===== config.mk =====
export PLATFORM = sky130hd
export DESIGN_NAME = cache_line_store
export DESIGN_NICKNAME = d
export VERILOG_FILES = /design/src/rtl/cache_line_store.sv
export SDC_FILE = /design/constraint.sdc
export NUM_CORES = 1
export LEC_CHECK = 0
export ABC_CLOCK_PERIOD_IN_PS = 3000
export CAP_MARGIN = 25
export CORE_UTILIZATION = 40
export CTS_CLUSTER_DIAMETER = 50
export DETAILED_ROUTE_END_ITERATION = 12
export GPL_TIMING_DRIVEN = 0
export PLACE_DENSITY = 0.63
export SETUP_SLACK_MARGIN = 0.3
export SLEW_MARGIN = 40
export SYNTH_ARGS = -nofsm -noshare
export SYNTH_HDL_FRONTEND = slang
export SYNTH_SLANG_ARGS = --single-unit
export TNS_END_PERCENT = 10

===== constraint.sdc =====
create_clock -name clk -period 3 [get_ports clk]
set_input_delay 0.45 -clock clk [delete_from_list [all_inputs] [get_ports clk]]
set_output_delay 0.45 -clock clk [all_outputs]
set_load 0.05 [all_outputs]

===== src/rtl/cache_line_store.sv =====
// Direct-mapped write-back cache storage: tag/valid/dirty/data arrays,
// RAM fill and writeback port, and single-level indirect address chaining.
module cache_line_store #(
   parameter int ADDR_W  = 8,
   parameter int DATA_W  = 8,
   parameter int INDEX_W = 3
) (
   input  logic              clk,
   input  logic              clr,
   input  logic [1:0]        cacheIn,
   input  logic              dataInSel,
   input  logic              RAMreadEnable,
   input  logic              RAMwriteEnable,
   input  logic              indirect,
   input  logic [ADDR_W-1:0] addrIn,
   input  logic [DATA_W-1:0] cpuDataIn,
   input  logic [DATA_W-1:0] ramDataIn,
   output logic              isHit,
   output logic              isClean,
   output logic [DATA_W-1:0] dataOut,
   output logic [ADDR_W-1:0] ramAddr,
   output logic [DATA_W-1:0] ramDataOut,
   output logic              ramWe,
   output logic              ramRe
);

   localparam int TAG_W = ADDR_W - INDEX_W;
   localparam int LINES = 2 ** INDEX_W;
   localparam int PTR_W = (ADDR_W > DATA_W) ? ADDR_W : DATA_W;

   localparam logic [1:0] CMD_CLR   = 2'b00;
   localparam logic [1:0] CMD_LATCH = 2'b01;
   localparam logic [1:0] CMD_READ  = 2'b10;
   localparam logic [1:0] CMD_WRITE = 2'b11;

   logic [ADDR_W-1:0] r_cur_addr;
   logic              r_chain;
   logic [DATA_W-1:0] r_data_out;
   logic [LINES-1:0]  r_valid;
   logic [LINES-1:0]  r_dirty;
   logic [DATA_W-1:0] r_data [LINES];
   logic [TAG_W-1:0]  r_tag  [LINES];

   logic [INDEX_W-1:0] w_idx;
   logic [TAG_W-1:0]   w_cur_tag;
   logic               w_hit;
   logic               w_wb;
   logic               w_fill;
   logic [PTR_W-1:0]   w_ptr_ext;
   logic [ADDR_W-1:0]  w_ptr;
   logic [DATA_W-1:0]  w_line_src;

   assign w_idx     = r_cur_addr[INDEX_W-1:0];
   assign w_cur_tag = r_cur_addr[ADDR_W-1:INDEX_W];
   assign w_hit     = r_valid[w_idx] && (r_tag[w_idx] == w_cur_tag);

   // Strobes are qualified by clr so an asserted reset drops them at once
   assign w_wb   = RAMwriteEnable && clr;
   assign w_fill = RAMreadEnable && !RAMwriteEnable && clr;

   assign w_ptr_ext  = PTR_W'(r_data_out);
   assign w_ptr      = w_ptr_ext[ADDR_W-1:0];
   assign w_line_src = dataInSel ? cpuDataIn : ramDataIn;

   assign isHit      = w_hit;
   assign isClean    = !(r_valid[w_idx] && r_dirty[w_idx]);
   assign dataOut    = r_data_out;
   assign ramWe      = w_wb;
   assign ramRe      = w_fill;
   assign ramAddr    = w_wb ? {r_tag[w_idx], w_idx} : r_cur_addr;
   assign ramDataOut = w_wb ? r_data[w_idx] : '0;

   always_ff @(posedge clk or negedge clr) begin
      if (!clr) begin
         r_cur_addr <= '0;
         r_chain    <= 1'b0;
         r_data_out <= '0;
         r_valid    <= '0;
         r_dirty    <= '0;
      end else begin
         unique case (cacheIn)
            CMD_CLR: begin
               r_cur_addr <= '0;
               r_chain    <= 1'b0;
               r_valid    <= '0;
               r_dirty    <= '0;
            end
            CMD_WRITE: begin
               r_valid[w_idx] <= 1'b1;
               r_dirty[w_idx] <= 1'b1;
            end
            default: begin
               if (cacheIn == CMD_LATCH) begin
                  if (r_chain) begin
                     r_cur_addr <= w_ptr;
                     r_chain    <= 1'b0;
                  end else begin
                     r_cur_addr <= addrIn;
                     r_chain    <= indirect;
                  end
               end else if (w_hit) begin
                  r_data_out <= r_data[w_idx];
               end
               if (w_wb) begin
                  r_dirty[w_idx] <= 1'b0;
               end else if (w_fill) begin
                  r_valid[w_idx] <= 1'b1;
                  r_dirty[w_idx] <= 1'b0;
               end
            end
         endcase
      end
   end

   // Line payload is not reset; valid bits make stale contents harmless
   always_ff @(posedge clk) begin
      if (clr) begin
         if (cacheIn == CMD_WRITE) begin
            r_data[w_idx] <= w_line_src;
            r_tag[w_idx]  <= w_cur_tag;
         end else if (cacheIn != CMD_CLR && w_fill) begin
            r_data[w_idx] <= ramDataIn;
            r_tag[w_idx]  <= w_cur_tag;
         end
      end
   end

endmodule


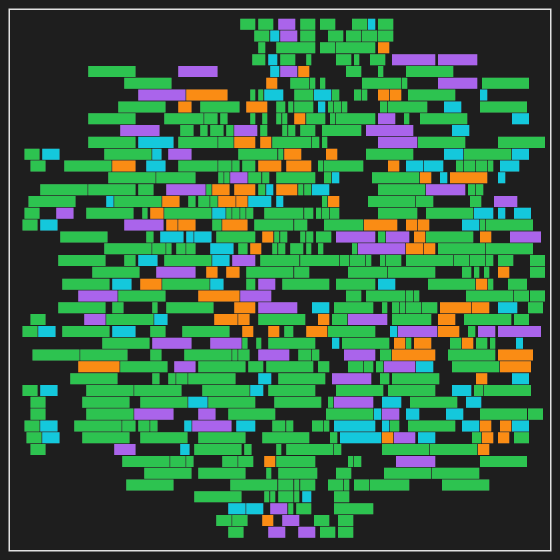
sizes.png
| size | color | cells | share |
|---|---|---|---|
| _2 cells | cyan | 77 | 14% |
| _6 and larger | purple | 54 | 9.5% |
| _0 and _1 cells | green | 366 | 64% |
| _3 and _4 cells | orange | 72 | 13% |
Final Cell Area: 8370 um^2
Area growth syn-to-layout: 39.8%
nonclk buf count: 127

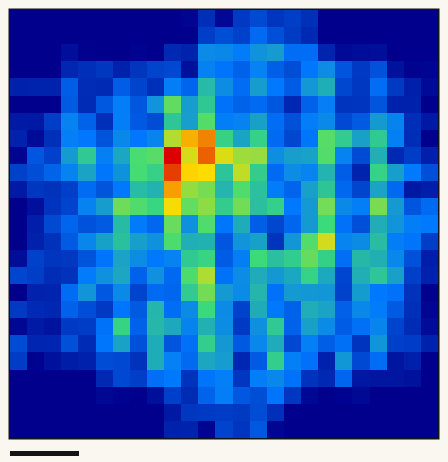
metal_density.png
Scale bar: 20 um. The die is cut into 25 by 25 equal tiles; dark blue is low, red is high, scaled to the fullest tile. Values are wire area over tile area, all layers added.
nearly empty tiles: 21%
densest ninth of the die: center
tiles over half the peak: 6.6%
mean over tiles: 0.17
fullest tile: 0.83

==> results.ini <==
[outcome]
status=finished, final reports clean

[worst_setup_path]
crit_path_max_fanout=8
crit_path_cell_trace=buf_12 -> mux2_2 -> a21oi_1 -> o221a_2 -> xor2_4 -> and4_4 -> buf_8
crit_end=isHit
crit_type=flip-flop to output port
r2r_start=r_cur_addr[0]
crit_family=flip-flops
cp-end-kind=output port

[logic_synthesis]
yosysSeqAreaShare_pct=66.0
topCellsByArea=edfxtp_1, dfrtp_1, mux2_2, mux2i_1, a21oi_1
synthesis.area_um2=5980
edf_count=104
ys_cells=437
ys_sh_mux_pct=10.2
ys_top_logic_family=AND-OR/OR-AND gates
async_reset_ff_share_pct=24.1
synth-area-yosys_um2=5980
ys.flop_type=edfxtp_1
avgSynthCellArea_um2=13.7
ys_sh_xor_pct=0.146
ys.flops=137

[routing]
first_iter_violations=350
wl_met3_um=993
via_count=4179
met1Wirelength_um=6810

[layout]
instances_no_fill=753
n_all_inverters=13
lay_top_cells=edfxtp_1, clkdlybuf4s50_1, buf_4
nNetsFinal=592
comb_share_pct=26.8

[timing]
finalSetupTns_ps=0
timing.slew.headroom_pct=48.5
max_freq_mhz=338
worst_slew_pin_slew_ps=773
setup_ws_ps=40.4

[global_routing]
use_met2_pct=33.5
busiest_layer=met2
grtUsageMet3_pct=4.55
grt_pass1_vias=4208

[power]
p_sw_share_pct=28.7
p_comb_mw=1.46

[clock_network]
cts_buffers=17
cts_htree_levels=4
cts-root-buf=clkbuf_16
ctsResizeCount=127

[floorplan]
dieArea_um2=15500

[flow_run]
warnings=32

[placed_design]
port_buffers=59

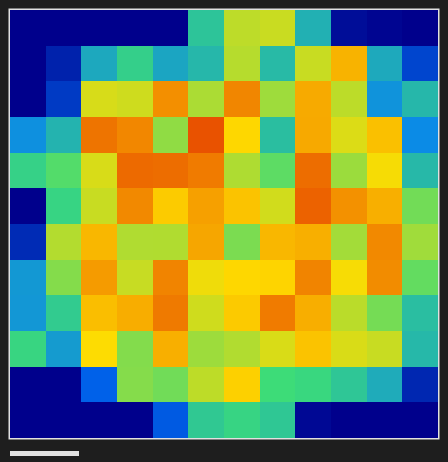
cell_density.png
Scale bar: 20 um. The die is cut into 12 by 12 equal tiles; dark blue is low, red is high, 0 to 100% covered.
nearly empty tiles: 14%
fullest tile: 91%
tiles over 75% full: 28%
mean over tiles: 53%
Init Core Util: 41.0%
Core Util, Final: 57.4%
CORE AREA: 14600 um^2

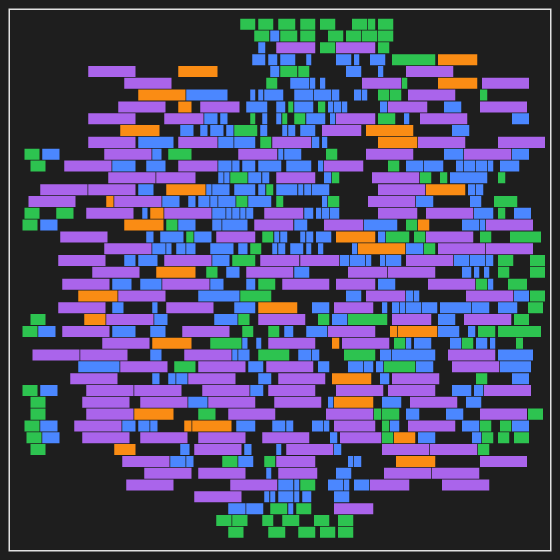
placement_by_type.png
| class | color | cells |
|---|---|---|
| combinational and other logic | blue | 273 |
| sequential cells | purple | 137 |
| remaining buffers and delay cells | green | 127 |
| clock drivers and dummy loads | orange | 32 |
Seq area share: 47.2%
Rows: 44

